## config.mk

```make
export PLATFORM = sky130hd
export DESIGN_NAME = cordic_vectoring
export DESIGN_NICKNAME = d
export VERILOG_FILES = /design/src/rtl/cordic_vectoring.sv
export SDC_FILE = /design/constraint.sdc
export NUM_CORES = 1
export LEC_CHECK = 0
export CAP_MARGIN = 15
export CORE_UTILIZATION = 35
export DETAILED_ROUTE_END_ITERATION = 7
export GPL_TIMING_DRIVEN = 0
export PLACE_DENSITY = 0.62
export SETUP_SLACK_MARGIN = 0.05
export SLEW_MARGIN = 20
export SYNTH_ARGS = -nofsm -noshare
export SYNTH_HDL_FRONTEND = slang
export SYNTH_SLANG_ARGS = --single-unit
```

## constraint.sdc

```tcl
create_clock -name clk -period 4.9 [get_ports clk]
set_input_delay 1.225 -clock clk [delete_from_list [all_inputs] [get_ports clk]]
set_output_delay 1.225 -clock clk [all_outputs]
set_load 0.01 [all_outputs]
```

## src/rtl/cordic_vectoring.sv

```systemverilog
// Iterative vectoring-mode CORDIC: converts a signed Cartesian point (x, y) into
// a gain-scaled magnitude and a binary angle atan2(y, x), one micro-rotation per clock.
module cordic_vectoring #(
    parameter int POINT_WIDTH = 16,
    parameter int ITERATIONS  = 16,
    parameter int ANGLE_WIDTH = 16
) (
    input  logic                          clk,
    input  logic                          rst,
    input  logic                          start,
    input  logic signed [POINT_WIDTH-1:0] x_in,
    input  logic signed [POINT_WIDTH-1:0] y_in,
    output logic        [POINT_WIDTH:0]   mag_out,
    output logic        [ANGLE_WIDTH-1:0] angle_out,
    output logic                          done,
    output logic                          busy
);

    localparam int XW = POINT_WIDTH + 2;
    localparam int CW = (ITERATIONS > 1) ? $clog2(ITERATIONS) : 1;
    localparam logic [CW-1:0]          LAST_ITER = CW'(ITERATIONS - 1);
    localparam logic [ANGLE_WIDTH-1:0] QUARTER   = ANGLE_WIDTH'(1) << (ANGLE_WIDTH - 2);
    localparam real                    PI        = 3.14159265358979323846;

    typedef enum logic {
        IDLE,
        ITER
    } state_t;

    // Arctangent table, one entry per micro-rotation, fixed at elaboration.
    logic [ANGLE_WIDTH-1:0] atan_rom [ITERATIONS];

    genvar gi;
    generate
        for (gi = 0; gi < ITERATIONS; gi++) begin : g_atan
            localparam real ANG_R = $atan(1.0 / (2.0 ** gi)) * (2.0 ** ANGLE_WIDTH) / (2.0 * PI);
            assign atan_rom[gi] = ANGLE_WIDTH'($rtoi(ANG_R + 0.5));
        end
    endgenerate

    state_t                  state_q, state_d;
    logic signed [XW-1:0]    x_q, x_d;
    logic signed [XW-1:0]    y_q, y_d;
    logic [ANGLE_WIDTH-1:0]  z_q, z_d;
    logic [CW-1:0]           cnt_q, cnt_d;
    logic                    zero_q, zero_d;
    logic [POINT_WIDTH:0]    mag_q, mag_d;
    logic [ANGLE_WIDTH-1:0]  angle_q, angle_d;
    logic                    done_q, done_d;
    logic                    busy_q, busy_d;

    logic signed [XW-1:0]    x_ext, y_ext, x_sh, y_sh;

    assign x_ext = {{2{x_in[POINT_WIDTH-1]}}, x_in};
    assign y_ext = {{2{y_in[POINT_WIDTH-1]}}, y_in};
    assign x_sh  = x_q >>> cnt_q;
    assign y_sh  = y_q >>> cnt_q;

    always_comb begin
        state_d = state_q;
        x_d     = x_q;
        y_d     = y_q;
        z_d     = z_q;
        cnt_d   = cnt_q;
        zero_d  = zero_q;
        mag_d   = mag_q;
        angle_d = angle_q;
        done_d  = 1'b0;
        busy_d  = busy_q;
        case (state_q)
            IDLE: begin
                if (start) begin
                    // Pre-rotate by +/-90 deg so the iterations only see x >= 0.
                    if (!x_ext[XW-1]) begin
                        x_d = x_ext;
                        y_d = y_ext;
                        z_d = '0;
                    end else if (!y_ext[XW-1]) begin
                        x_d = y_ext;
                        y_d = -x_ext;
                        z_d = QUARTER;
                    end else begin
                        x_d = -y_ext;
                        y_d = x_ext;
                        z_d = -QUARTER;
                    end
                    zero_d  = (x_in == '0) && (y_in == '0);
                    cnt_d   = '0;
                    busy_d  = 1'b1;
                    state_d = ITER;
                end
            end
            ITER: begin
                if (!y_q[XW-1]) begin
                    x_d = x_q + y_sh;
                    y_d = y_q - x_sh;
                    z_d = z_q + atan_rom[cnt_q];
                end else begin
                    x_d = x_q - y_sh;
                    y_d = y_q + x_sh;
                    z_d = z_q - atan_rom[cnt_q];
                end
                cnt_d = cnt_q + 1'b1;
                if (cnt_q == LAST_ITER) begin
                    // The origin has no defined angle; report 0 instead of the summed table.
                    mag_d   = x_d[POINT_WIDTH:0];
                    angle_d = zero_q ? '0 : z_d;
                    done_d  = 1'b1;
                    busy_d  = 1'b0;
                    cnt_d   = '0;
                    state_d = IDLE;
                end
            end
            default: state_d = IDLE;
        endcase
    end

    always_ff @(posedge clk or posedge rst) begin
        if (rst) begin
            state_q <= IDLE;
            x_q     <= '0;
            y_q     <= '0;
            z_q     <= '0;
            cnt_q   <= '0;
            zero_q  <= 1'b0;
            mag_q   <= '0;
            angle_q <= '0;
            done_q  <= 1'b0;
            busy_q  <= 1'b0;
        end else begin
            state_q <= state_d;
            x_q     <= x_d;
            y_q     <= y_d;
            z_q     <= z_d;
            cnt_q   <= cnt_d;
            zero_q  <= zero_d;
            mag_q   <= mag_d;
            angle_q <= angle_d;
            done_q  <= done_d;
            busy_q  <= busy_d;
        end
    end

    assign mag_out   = mag_q;
    assign angle_out = angle_q;
    assign done      = done_q;
    assign busy      = busy_q;

endmodule

```

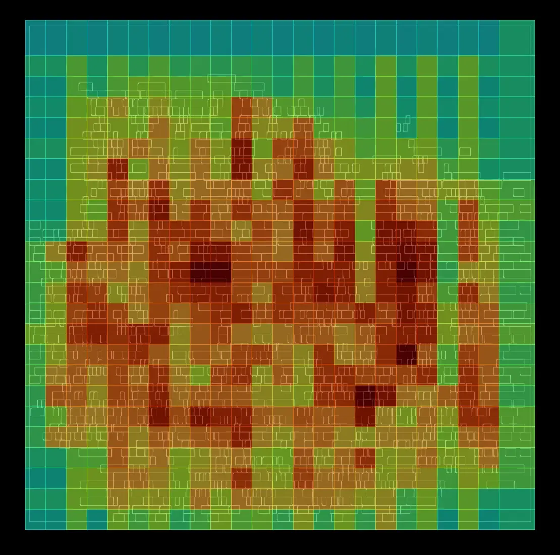
Run 1: routing congestion
met2 Use GR: 44.2%
busiest layer in global routing: met2
met1 Track Usage GR: 34.7%

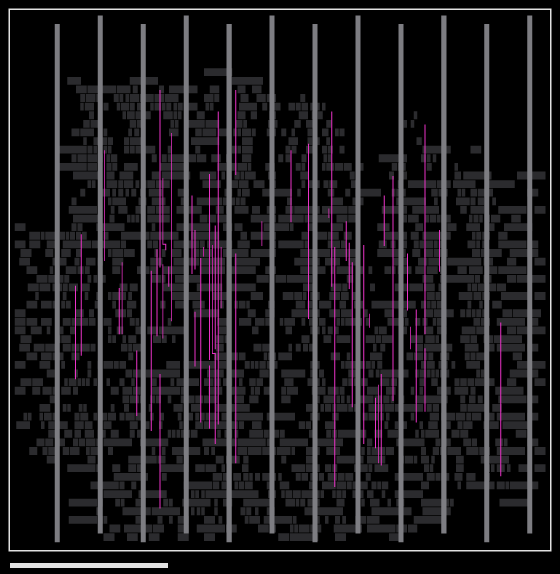
Run 1: the metal 4 layer
The bar under the picture is 50 um long. Supply wires on this layer in grey. Cells faint in the background.
longest straight run: 98.6 um
main direction: vertical
DR vias: 10,211
Detailed Route WL: 38.5 mm

==> job_summary.md, run 1 <==
### Flow metrics

| Metric | Value |
|---|---|
| Area grow syn2layout | `18.6%` |
| Yosys cell types | `78` |
| Register bit total from synthesis | `93` |
| Final Non-Filler Cells | `1,682` |
| Grt total ovfl | `0` |
| Sum of net half-perimeters after detailed placement | `29.6 mm` |
| Chip height | `171 um` |
| Simple share | `17.8%` |
| Vias per inst | `6.07` |
| Count of maximum capacitance violations | `0` |
| Min-Delay Startpoint | `angle_out[1]$_DFFE_PP0P_` |
| # setup viols final | `0` |
| Tool warning count | `31` |
| Hold Path End | `angle_out[1]$_DFFE_PP0P_` |
| Chip width | `171 um` |
| Routed len/inst | `22.9 um` |
| Top_reg_cell synth | `dfrtp_1` |
| Number of placed I/O pins | `70` |
| Worst R2R End | `y_q[17]$_DFFE_PP0P_` |
| Worst setup path endpoint | `y_q[17]$_DFFE_PP0P_` |
| Main kind of combinational logic by area | `AND-OR/OR-AND gates` |
| Initial DRC count | `974` |
| Worst hold-check path type | `reg -> reg` |
| CTS sink count | `93` |
| YS chip area | `9950 sq um` |
| First-pass GRT wire length | `58.6 mm` |
| Max Clk Rate | `212 MHz` |
| Share of cells above drive strength 1 | `11.6%` |
| Die area | `29,100 sq um` |
| Seq share, synth | `23.4%` |
| Hold WS | `0.477 ns` |
| Max-Slew Margin vs Limit | `36.8%` |
| Worst Skew | `0.00973 ns` |
| Worst setup EP type | `flop` |
| Final nets | `1,397` |
| Crit Reg-Reg Startpoint | `cnt_q[0]$_DFFE_PP0P_` |
| RD Place Congestion | `0.983` |
| Critical path peak fanout | `10` |
| CTS tree | `yes` |
| Min Tclk post-route | `4.71 ns` |
| Syn nets | `1,305` |
| Final TNS setup | `0 ns` |
| Top cells excl fill/tap | `121 x nand2_1, 103 x nor2_1, 99 x a21oi_1` |
| Late-Pin Clk Latency | `0.36 ns` |
| DRC viols | `0` |
| Mapped Cells | `1,207` |
| Initial antenna violation count | `0` |
| Most common logic cell in the routed design | `nand2_1` |
| XORs/XNORs by Area | `7.75%` |
| Buffers added on ports | `68` |
| Status | `finished clean` |
| # placed instances | `1,654` |
| Root buffer cell | `clkbuf_16` |
| Tot GR Track Use | `26.8%` |
| Max-slew violations | `0` |
| Beginning of the critical path | `cnt_q[0]$_DFFE_PP0P_` |
| Final worst path period share | `96.1%` |
| Vias in the first global route | `9,906` |
| RSZ-0062 raised after global routing | `true` |
| Largest net degree at the start of global routing | `69` |
| Antenna cells | `0` |
| Synthesized cell area | `9950 sq um` |
| Number of enable flip-flop cells | `0` |
| CP startpoint kind | `flop` |
| Hold path cells | `2` |
| Complex Gates by Area | `26.0%` |
| Worst R2R Path Depth | `21` |
| CP required | `5.15 ns` |
| Clock transition at the registers of the reported paths | `0.08 ns` |
| Synth mux share | `12.3%` |
| Async SR Flop Fraction | `100%` |
| Ys cells | `1,207` |
| YS warnings | `0` |
| First-pass DRT Iterations | `5` |
| Clock Tree Buf Depth | `2` |
| Final hold viol count | `0` |
| Flop2flop setup slack | `0.19 ns` |
| Adder share | `8.15%` |
| Least-Margin Pin Slew | `0.947 ns` |
| DRT antenna net count | `0` |
| Htree depth | `3` |
| Arr. time, crit path | `4.96 ns` |
| Setup CP Type | `reg -> reg` |
| # rows | `61` |
| Total CTS buffers | `9` |
| Mean post-synth cell area | `8.24 sq um` |
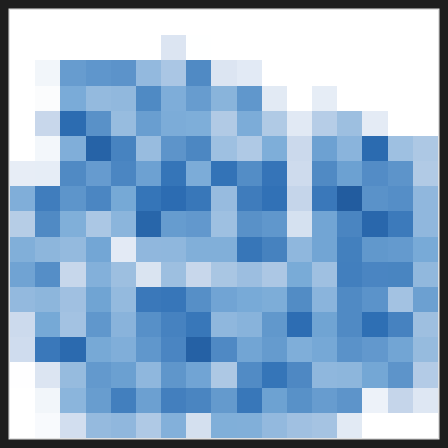
Run 1: placement density heat map
17 x 17 tiles, from white (low) to dark blue (high), 0 to 100% covered.
tiles over 75% full: 3.5%
emptiest ninth of the die: upper right
nearly empty tiles: 20%
fullest tile: 82%
Core ar.: 27,900 sq um
Core Util at FP: 35.7%
final core occ: 42.4%

-- run 1: cell families (layout without fill, tap and decap cells) --
group,after synthesis,count (layout)
AOI/OAI and AO/OA,394,394
and+or+nand+nor,372,372
buffers and inverters,115,212
DFF,93,93
xor gates and xnor gates,88,88
muxes,82,82
adders and majority gates,63,63
-- run 1: what timing repair did --
action                     4_1_cts  5_1_grt
resized                         44       38
cloned                           0        0
setup buffers                    7        5
pin swaps                        5        8
setup endpoints to repair       47       26
hold buffers                     0        0
-- run 1: area by class of cell --
cell class                 count  area (sq um)
fill                        2802         16100
multi-input combinational    999          7310
sequential                    93          2330
timing repair buffer          81           798
tap                          378           473
buffer                        74           382
clock buffer                  10           229
inverter                      41           163
clock inverter                 6           116
-- run 1: flip-flops by register name, summed over array words and instances (netlist names) --
signal,flops
x_q,18
y_q,18
mag_out,17
angle_out,16
z_q,16
cnt_q,4
busy,1
done,1
state_q,1
zero_q,1
-- run 1: synth_stat cells, drive strengths merged (7+ instances only) --
library cell,number,area (sq um)
inv,38,143
mux4,30,679
mux2i,33,330
and2,9,56.3
or3,16,100
a21oi,103,515
o31ai,16,120
nand2,121,454
and3,10,62.6
nand3,24,120
o211ai,13,97.6
nor2,103,387
a311oi,8,70.1
a31oi,11,68.8
o21ai,87,435
a211oi,41,308
ha,60,751
xnor2,42,368
a21o,16,121
nor3,23,115
clkbuf,53,199
nor2b,14,87.6
xor2,46,403
buf,21,103
o22ai,7,43.8
mux2,19,218
dfrtp,93,2330
a22o,21,184
o21a,11,83.8
nand2b,15,93.8
-- run 1: critical path, stage by stage, from the launching register on --
cell,delay (ns)
dfrtp_2,0.40
buf_6,0.18
buf_4,0.25
buf_4,0.24
mux4_2,0.34
a22o_1,0.19
a21o_1,0.20
inv_1,0.07
ha_1,0.18
nand3_2,0.15
o41ai_4,0.31
buf_4,0.19
o21ai_0,0.11
xnor2_1,0.34
ha_1,0.23
inv_1,0.08
or3_1,0.36
o211ai_1,0.25
a41oi_2,0.16
nor2_1,0.12
nand3_1,0.08
and3b_1,0.18
-- run 1: stage by stage --
step           instance area, sq um  util [%]  worst slack [ns]
2_1_floorplan                  9950         -             0.306
3_3_place_gp                  11100      39.9             -1.12
3_5_place_dp                  11100      40.0             -1.28
4_1_cts                       11700      41.9            0.0683
5_1_grt                       11800      42.4            0.0122
6_report                      11800      42.4             0.189
-- run 1: per-layer routing --
layer	GRT usage, %	share of wire (%)
met1	34.7	43
met2	44.2	46
met3	3.49	6.3
met4	12.2	4.3
met5	0	0
--- run 2 (diff from run 1) ---
--- a/config.mk
+++ b/config.mk
@@ -7,6 +7,7 @@
 export LEC_CHECK = 0
 export CAP_MARGIN = 15
 export CORE_UTILIZATION = 35
+export CTS_CLUSTER_DIAMETER = 100
 export DETAILED_ROUTE_END_ITERATION = 7
 export GPL_TIMING_DRIVEN = 0
 export PLACE_DENSITY = 0.62
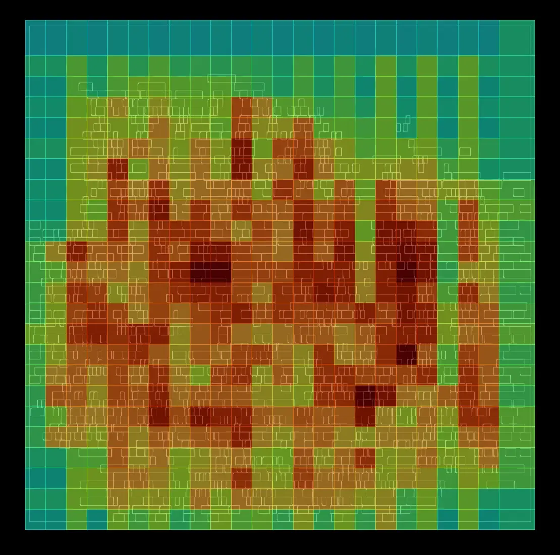
Run 2: routing congestion
met3 usage in global routing: 3.49%
Tot GR Track Use: 26.8%
routed len/inst: 22.9 um

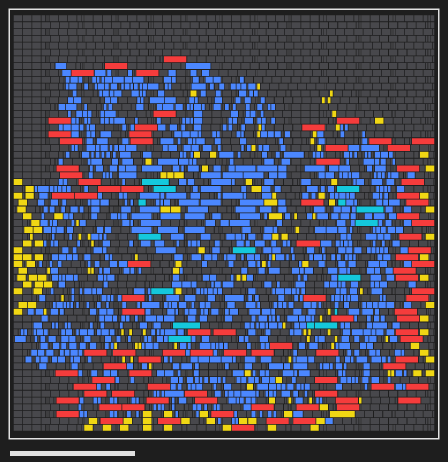
Run 2: placed cells, one colour a class
The bar under the picture is 50 um long. Fill, decap, tap and diode cells in grey.
legend:
  blue:
    class: all other logic
    cells: 1,040
  red:
    class: flip-flops
    cells: 93
  cyan:
    class: clock drivers and dummy loads
    cells: 16
  yellow:
    class: other buffers and delay cells
    cells: 155
# rows: 61
post-layout instance area: 11,800 sq um

==> job_summary.md, run 2 <==
### Flow metrics

| Metric | Value |
|---|---|
| First-pass GRT wire length | `58.6 mm (unchanged)` |
| Worst path max stage delay | `0.40 ns (about the same)` |
| Final hold viol count | `0 (unchanged)` |
| Largest net degree at the start of global routing | `69 (unchanged)` |
| CTS tree | `yes` |
| Min Tclk post-route | `4.71 ns (unchanged)` |
| Number of placed I/O pins | `70 (unchanged)` |
| Number of enable flip-flop cells | `0 (unchanged)` |
| # setup viols final | `0 (unchanged)` |
| Worst Skew | `0.00973 ns (unchanged)` |
| Max-slew violations | `0 (unchanged)` |
| Total CTS buffers | `9 (unchanged)` |
| Post-Route M1 WL | `16.6 mm (unchanged)` |
| Arr. time, crit path | `4.96 ns (about the same)` |
| Crit Reg-Reg Startpoint | `cnt_q[0]$_DFFE_PP0P_` |
| Root buffer cell | `clkbuf_16` |
| Synth top cells by count | `121 x nand2_1, 103 x a21oi_1, 103 x nor2_1` |
| Initial DRC count | `974 (unchanged)` |
| # placed instances | `1,654 (unchanged)` |
| Core ar. | `27,900 sq um (unchanged)` |
| CP required | `5.15 ns (about the same)` |
| Beginning of the critical path | `cnt_q[0]$_DFFE_PP0P_` |
| Htree depth | `3 (unchanged)` |
| Ys cells | `1,207 (unchanged)` |
| Chip height | `171 um (unchanged)` |
| Detailed Route WL | `38.5 mm (unchanged)` |
| WL met3 | `2.43 mm (unchanged)` |
| Share of cells above drive strength 1 | `11.6% (unchanged)` |
| Antenna cells | `0 (unchanged)` |
| Synthesized cell area | `9950 sq um (unchanged)` |
| DRT antenna net count | `0 (unchanged)` |
| YS warnings | `0 (unchanged)` |
| Top cells excl fill/tap | `121 x nand2_1, 103 x nor2_1, 99 x a21oi_1` |
| Buffers added on ports | `68 (unchanged)` |
| Grt total ovfl | `0 (unchanged)` |
| Register bit total from synthesis | `93 (unchanged)` |
| First-pass DRT Iterations | `5 (unchanged)` |
| Critical path peak fanout | `10 (unchanged)` |
| Core Util at FP | `35.7% (unchanged)` |
| Final nets | `1,397 (unchanged)` |
| Status | `finished clean` |
| Max layer used | `met4` |
| Vias per inst | `6.07 (unchanged)` |
| DR WL met2 | `17.8 mm (unchanged)` |
| Setup CP Type | `reg -> reg` |
| RD Place Congestion | `0.983 (unchanged)` |
| Area leader, netlist | `dfrtp_1` |
| Final worst path period share | `96.1% (unchanged)` |
| DR vias | `10,211 (unchanged)` |
| Cell family with most CP delay | `AND-OR/OR-AND gates` |
| Final WS setup | `0.189 ns (unchanged)` |
| Worst setup EP type | `flop` |
| Pre-CTS WS | `-1.28 ns (unchanged)` |
| Most used cell, CP | `buf_4` |
| Late-Pin Clk Latency | `0.36 ns (about the same)` |
| Die area | `29,100 sq um (unchanged)` |
| CTS sink count | `93 (unchanged)` |
| Final Non-Filler Cells | `1,682 (unchanged)` |
| Least-Margin Pin Slew | `0.947 ns (unchanged)` |
| Crit path cell chain | `buf_6 -> buf_4 -> buf_4 -> mux4_2 -> a22o_1 -> a21o_1 -> inv_1 -> ha_1 -> nand3_2 -> o41ai_4 -> buf_4 -> o21ai_0 -> xnor2_1 -> ha_1 -> inv_1 -> or3_1 -> o211ai_1 -> a41oi_2 -> nor2_1 -> nand3_1 -> and3b_1` |
| Seq share, synth | `23.4% (unchanged)` |
| Worst hold-check path type | `reg -> reg` |
| Yosys cell types | `78 (unchanged)` |
| Vias in the first global route | `9,906 (unchanged)` |
| Async SR Flop Fraction | `100% (unchanged)` |
| YS chip area | `9950 sq um (unchanged)` |
| Clock Tree Buf Depth | `2 (unchanged)` |
| Sum of net half-perimeters after detailed placement | `29.6 mm (unchanged)` |
| Area leader share | `23.4% (unchanged)` |
| Count of maximum capacitance violations | `0 (unchanged)` |
| Min-Delay Startpoint | `angle_out[1]$_DFFE_PP0P_` |
| Mean post-synth cell area | `8.24 sq um (unchanged)` |
| Number of buffer and inverter stages on the critical path | `6 (unchanged)` |
| Cell area after placement | `11,100 sq um (unchanged)` |
| Top area cell types | `dfrtp_1 23%, ha_1 7.5%, mux4_2 6.6%` |
| DRC viols | `0 (unchanged)` |
| Slowest cell on crit path | `dfrtp_2` |
| Top-count cell post-synth | `nand2_1` |
| Initial antenna violation count | `0 (unchanged)` |
| Final TNS setup | `0 ns (unchanged)` |
| Syn nets | `1,305 (unchanged)` |
| Max-Slew Margin vs Limit | `36.8% (unchanged)` |
| Tool warning count | `31 (unchanged)` |
| Top_reg_cell synth | `dfrtp_1` |
| Fillers | `2,802 (unchanged)` |
| Clock transition at the registers of the reported paths | `0.08 ns (about the same)` |
| CP startpoint kind | `flop` |
| Max Clk Rate | `212 MHz (unchanged)` |
| Most common logic cell in the routed design | `nand2_1` |
| Mapped Cells | `1,207 (unchanged)` |
| Chip width | `171 um (unchanged)` |
| RSZ-0062 raised after global routing | `true` |
| Area grow syn2layout | `18.6% (unchanged)` |
==> run 2: cell counts in the layout (fill, tap and decap cells not counted) <==
Identical to the previous run, type by type.
==> run 2: repair_timing <==
| action | in CTS | in global routing |
|---|---|---|
| buffers inserted | 7 | 5 |
| endpoints found under the setup margin | 47 | 26 |
| resized | 44 | 38 |
| hold buffers | 0 | 0 |
| pin swaps | 5 | 8 |
==> run 2: final cells by class <==
class | instances | area [sq um] | share of cell area (%)
inverters | 41 | 163 | 1.38
multi-input cells | 999 | 7310 | 62.0
repair buffers | 81 | 798 | 6.76
well taps | 378 | 473 | 4.01
plain buffers | 74 | 382 | 3.23
clock inverters | 6 | 116 | 0.986
clock buffers | 10 | 229 | 1.94
flip-flops and latches | 93 | 2330 | 19.7
==> run 2: cell families (layout without fill, tap and decap cells) <==
logic type                 Yosys count  count (layout)  share of synthesized area, %
xor gates and xnor gates            88              88                          7.75
and+or+nand+nor                    372             372                          17.8
DFF                                 93              93                          23.4
buffers and inverters              115             212                          4.58
adders and majority gates           63              63                          8.15
muxes                               82              82                          12.3
AOI/OAI and AO/OA                  394             394                          26.0
==> run 2: worst paths after layout <==
check                                           end  slack, ns  cells after the start
min reg2reg                angle_out[1]$_DFFE_PP0P_       0.48                      2
min in group asynchronous   mag_out[10]$_DFFE_PP0P_       1.20                      2
max                             y_q[17]$_DFFE_PP0P_       0.19                     21
min                        angle_out[1]$_DFFE_PP0P_       0.48                      2
max in group asynchronous      cnt_q[0]$_DFFE_PP0P_       3.07                      3
max reg2reg                     y_q[17]$_DFFE_PP0P_       0.19                     21
==> run 2: tightest hold or removal path: cells and delay by family (launching register included) <==
kind	cells	cell delay (ns)
AND/OR/NAND/NOR	1	0.05
AND-OR/OR-AND	1	0.05
flip-flops	1	0.35
==> run 2: metrics by stage <==
stage	hold WS (ns)	util, %
finish	0.477	42.4
global route	0.508	42.4
CTS	0.483	41.9
detailed placement	0.468	40.0
global placement	0.462	39.9
floorplan	0.455	-
==> run 2: routing by layer <==
metal,track usage (%),vias to the layer above
met2,44.2,460
met1,34.7,4959
li1,-,4684
met5,0,-
met4,12.2,0
met3,3.49,108
--- run 3 (diff from run 2) ---
--- a/config.mk
+++ b/config.mk
@@ -6,13 +6,15 @@
 export NUM_CORES = 1
 export LEC_CHECK = 0
 export CAP_MARGIN = 15
-export CORE_UTILIZATION = 35
+export CORE_UTILIZATION = 45
 export CTS_CLUSTER_DIAMETER = 100
 export DETAILED_ROUTE_END_ITERATION = 7
 export GPL_TIMING_DRIVEN = 0
-export PLACE_DENSITY = 0.62
+export HOLD_SLACK_MARGIN = 0.08
+export PLACE_DENSITY = 0.74
 export SETUP_SLACK_MARGIN = 0.05
 export SLEW_MARGIN = 20
 export SYNTH_ARGS = -nofsm -noshare
 export SYNTH_HDL_FRONTEND = slang
 export SYNTH_SLANG_ARGS = --single-unit
+export TNS_END_PERCENT = 100
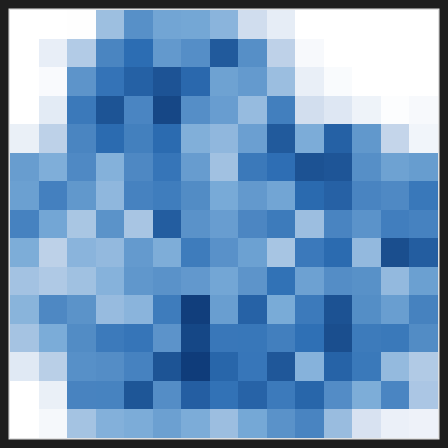
Run 3: placement density heat map
15 x 15 tiles, from white (low) to dark blue (high), 0 to 100% covered.
mean over tiles: 50%
emptiest ninth of the die: upper right
tiles over 75% full: 15%
fullest tile: 95%
nearly empty tiles: 9.3%
final core occ: 54.1%
Core ar.: 21,800 sq um
Core Util at FP: 45.7%

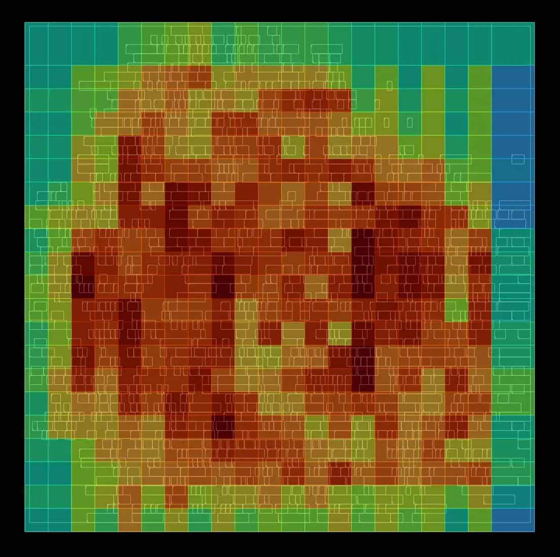
Run 3: routing congestion
routed len/inst: 23.7 um
met1 Track Usage GR: 41.5%
met2 Use GR: 54.2%

==> job_summary.md, run 3 <==
### Flow metrics

| Metric | Value |
|---|---|
| Status | `finished clean` |
| XORs/XNORs by Area | `7.75% (unchanged)` |
| Mapped Cells | `1,207 (unchanged)` |
| Sum of net half-perimeters after detailed placement | `28.0 mm (-5.3%)` |
| Antenna cells | `0 (unchanged)` |
| Area grow syn2layout | `18.4%` |
| Critical path peak fanout | `10 (unchanged)` |
| Vias per inst | `6.61 (+8.8%)` |
| Max-Slew Margin vs Limit | `38.3% (+1.4 points)` |
| Die area | `22,700 sq um (-22%)` |
| Top-count cell post-synth | `nand2_1` |
| Synth top cells by count | `121 x nand2_1, 103 x a21oi_1, 103 x nor2_1` |
| Clock Tree Buf Depth | `2 (unchanged)` |
| Max Clk Rate | `213 MHz (+0.11%)` |
| Grt total ovfl | `0 (unchanged)` |
| Area leader share | `23.4% (unchanged)` |
| Vias in the first global route | `9,889 (-0.17%)` |
| Min-Delay Startpoint | `mag_out[7]$_DFFE_PP0P_` |
| Async SR Flop Fraction | `100% (unchanged)` |
| CP startpoint kind | `flop` |
| Top area cell types | `dfrtp_1 23%, ha_1 7.5%, mux4_2 6.6%` |
| Synth mux share | `12.3% (unchanged)` |
| Seq share, synth | `23.4% (unchanged)` |
| Buffers added on ports | `68 (unchanged)` |
| Top_reg_cell synth | `dfrtp_1` |
| Adder share | `8.15% (unchanged)` |
| Number of placed I/O pins | `70 (unchanged)` |
| DRT antenna net count | `0 (unchanged)` |
| Chip height | `151 um (-12%)` |
| Initial DRC count | `1,193 (+22%)` |
| DRC viols | `0 (unchanged)` |
| CTS tree | `yes` |
| YS warnings | `0 (unchanged)` |
| # setup viols final | `0 (unchanged)` |
| Simple share | `17.8% (unchanged)` |
| Complex Gates by Area | `26.0% (unchanged)` |
| Synthesized cell area | `9950 sq um (unchanged)` |
| Least-Margin Pin Slew | `0.926 ns (-0.0217 ns)` |
| Tot GR Track Use | `33.4% (+6.6 points)` |
| Syn nets | `1,305 (unchanged)` |
| First-pass DRT Iterations | `7 (+2)` |
| Yosys cell types | `78 (unchanged)` |
| RD Place Congestion | `1.01 (+3.3%)` |
| Register bit total from synthesis | `93 (unchanged)` |
| Beginning of the critical path | `cnt_q[1]$_DFFE_PP0P_` |
| Min Tclk post-route | `4.71 ns (-0.00497 ns)` |
| Htree depth | `3 (unchanged)` |
| CP required | `5.15 ns (about the same)` |
| Mean post-synth cell area | `8.24 sq um (unchanged)` |
| Arr. time, crit path | `4.95 ns (about the same)` |
| Ys cells | `1,207 (unchanged)` |
| Top cells excl fill/tap | `121 x nand2_1, 103 x nor2_1, 98 x a21oi_1` |
| Worst hold-check path type | `reg -> reg` |
| Worst setup EP type | `flop` |
| Worst R2R Path Depth | `20 (-4.8%)` |
| Initial antenna violation count | `0 (unchanged)` |
| Clock transition at the registers of the reported paths | `0.07 ns (about the same)` |
| Number of enable flip-flop cells | `0 (unchanged)` |
| Total CTS buffers | `9 (unchanged)` |
| Tool warning count | `31 (unchanged)` |
| First-pass GRT wire length | `56.6 mm (-3.3%)` |
| Chip width | `151 um (-12%)` |
| Setup CP Type | `reg -> reg` |
| Final worst path period share | `96.0% (-0.10 points)` |
| Detailed Route WL | `37.5 mm (-2.5%)` |
| Worst Skew | `0.0129 ns (+0.00314 ns)` |
| Final TNS setup | `0 ns (unchanged)` |
| Count of maximum capacitance violations | `0 (unchanged)` |
| Crit Reg-Reg Startpoint | `cnt_q[1]$_DFFE_PP0P_` |
| Main kind of combinational logic by area | `AND-OR/OR-AND gates` |
| RSZ-0062 raised after global routing | `true` |
| DR vias | `10,466 (+2.5%)` |
| Final nets | `1,398 (+0.072%)` |
| Max-slew violations | `0 (unchanged)` |
| Most common logic cell in the routed design | `nand2_1` |
| Late-Pin Clk Latency | `0.37 ns (about the same)` |
| CTS sink count | `93 (unchanged)` |
| YS chip area | `9950 sq um (unchanged)` |
| Largest net degree at the start of global routing | `51 (-26%)` |
| Final hold viol count | `0 (unchanged)` |
| # rows | `54 (-11%)` |
| Area leader, netlist | `dfrtp_1` |
| Fillers | `1,995 (-29%)` |
| Hold path cells | `2 (unchanged)` |
| Root buffer cell | `clkbuf_16` |
| Share of cells above drive strength 1 | `12.1% (+0.54 points)` |
-- run 3: cell counts after synthesis --
No cell type changed its count.
-- run 3: metrics by stage --
step,util (%),setup slack [ns],hold slack (ns),cell area [sq um],std cells
2_1_floorplan,-,0.306,0.455,9950,1207
6_report,54.1,0.194,0.474,11800,1584
4_1_cts,53.0,0.0688,0.480,11500,1577
5_1_grt,54.1,-0.0766,0.510,11800,1584
3_3_place_gp,50.5,-0.964,0.458,11000,1555
3_5_place_dp,50.6,-1.02,0.463,11000,1556
-- run 3: path summary, 6_finish.rpt --
check                                          to  slack [ns]
max                           y_q[17]$_DFFE_PP0P_        0.19
min reg2reg                mag_out[7]$_DFFE_PP0P_        0.47
min in group asynchronous          done$_DFF_PP0_        1.26
max in group asynchronous     y_q[17]$_DFFE_PP0P_        3.02
min                        mag_out[7]$_DFFE_PP0P_        0.47
max reg2reg                   y_q[17]$_DFFE_PP0P_        0.19
-- run 3: layout make-up --
cell class | count | area (sq um) | area share (%)
sequential | 93 | 2330 | 19.8
tap | 280 | 350 | 2.97
multi-input combinational | 999 | 7390 | 62.7
inverter | 41 | 163 | 1.38
clock buffer | 9 | 225 | 1.91
clock inverter | 6 | 119 | 1.01
timing repair buffer | 82 | 806 | 6.84
buffer | 74 | 395 | 3.36
-- run 3: timing repair --
item                                    4_1_cts  5_1_grt
endpoints found under the setup margin       44       27
hold buffers                                  0        0
pin swaps                                     6       10
buffers inserted                              6        7
gates cloned                                  0        0
resized                                      41       54
-- run 3: cell families (layout without fill, tap and decap cells) --
logic type	count (synthesis)	in the layout
AOI/OAI and AO/OA	394	394
and+or+nand+nor	372	372
buffers and inverters	115	212
DFF	93	93
xor gates and xnor gates	88	88
muxes	82	82
adders and majority gates	63	63
-- run 3: worst max-delay path, stage by stage (launching register included) --
cell	delay, ns
dfrtp_2	0.45
buf_12	0.17
clkbuf_8	0.20
buf_4	0.22
mux4_2	0.39
a22oi_2	0.26
o21ai_1	0.14
inv_1	0.08
ha_1	0.19
nand3_2	0.15
o41ai_4	0.40
o21ai_1	0.13
xnor2_1	0.21
ha_1	0.34
inv_1	0.08
or3_1	0.36
o211ai_1	0.27
a41oi_2	0.17
nor2_1	0.12
nand3_1	0.08
and3b_1	0.17
-- run 3: metal layers --
layer | part of all wire (%) | track usage, % | vias to the layer above | routed length [um]
met5 | 0 | 0 | - | 0
li1 | - | - | 4661 | -
met4 | 6.8 | 21.0 | 0 | 2550
met1 | 39 | 41.5 | 5025 | 14600
met3 | 9.0 | 5.03 | 165 | 3380
met2 | 45 | 54.2 | 615 | 16900
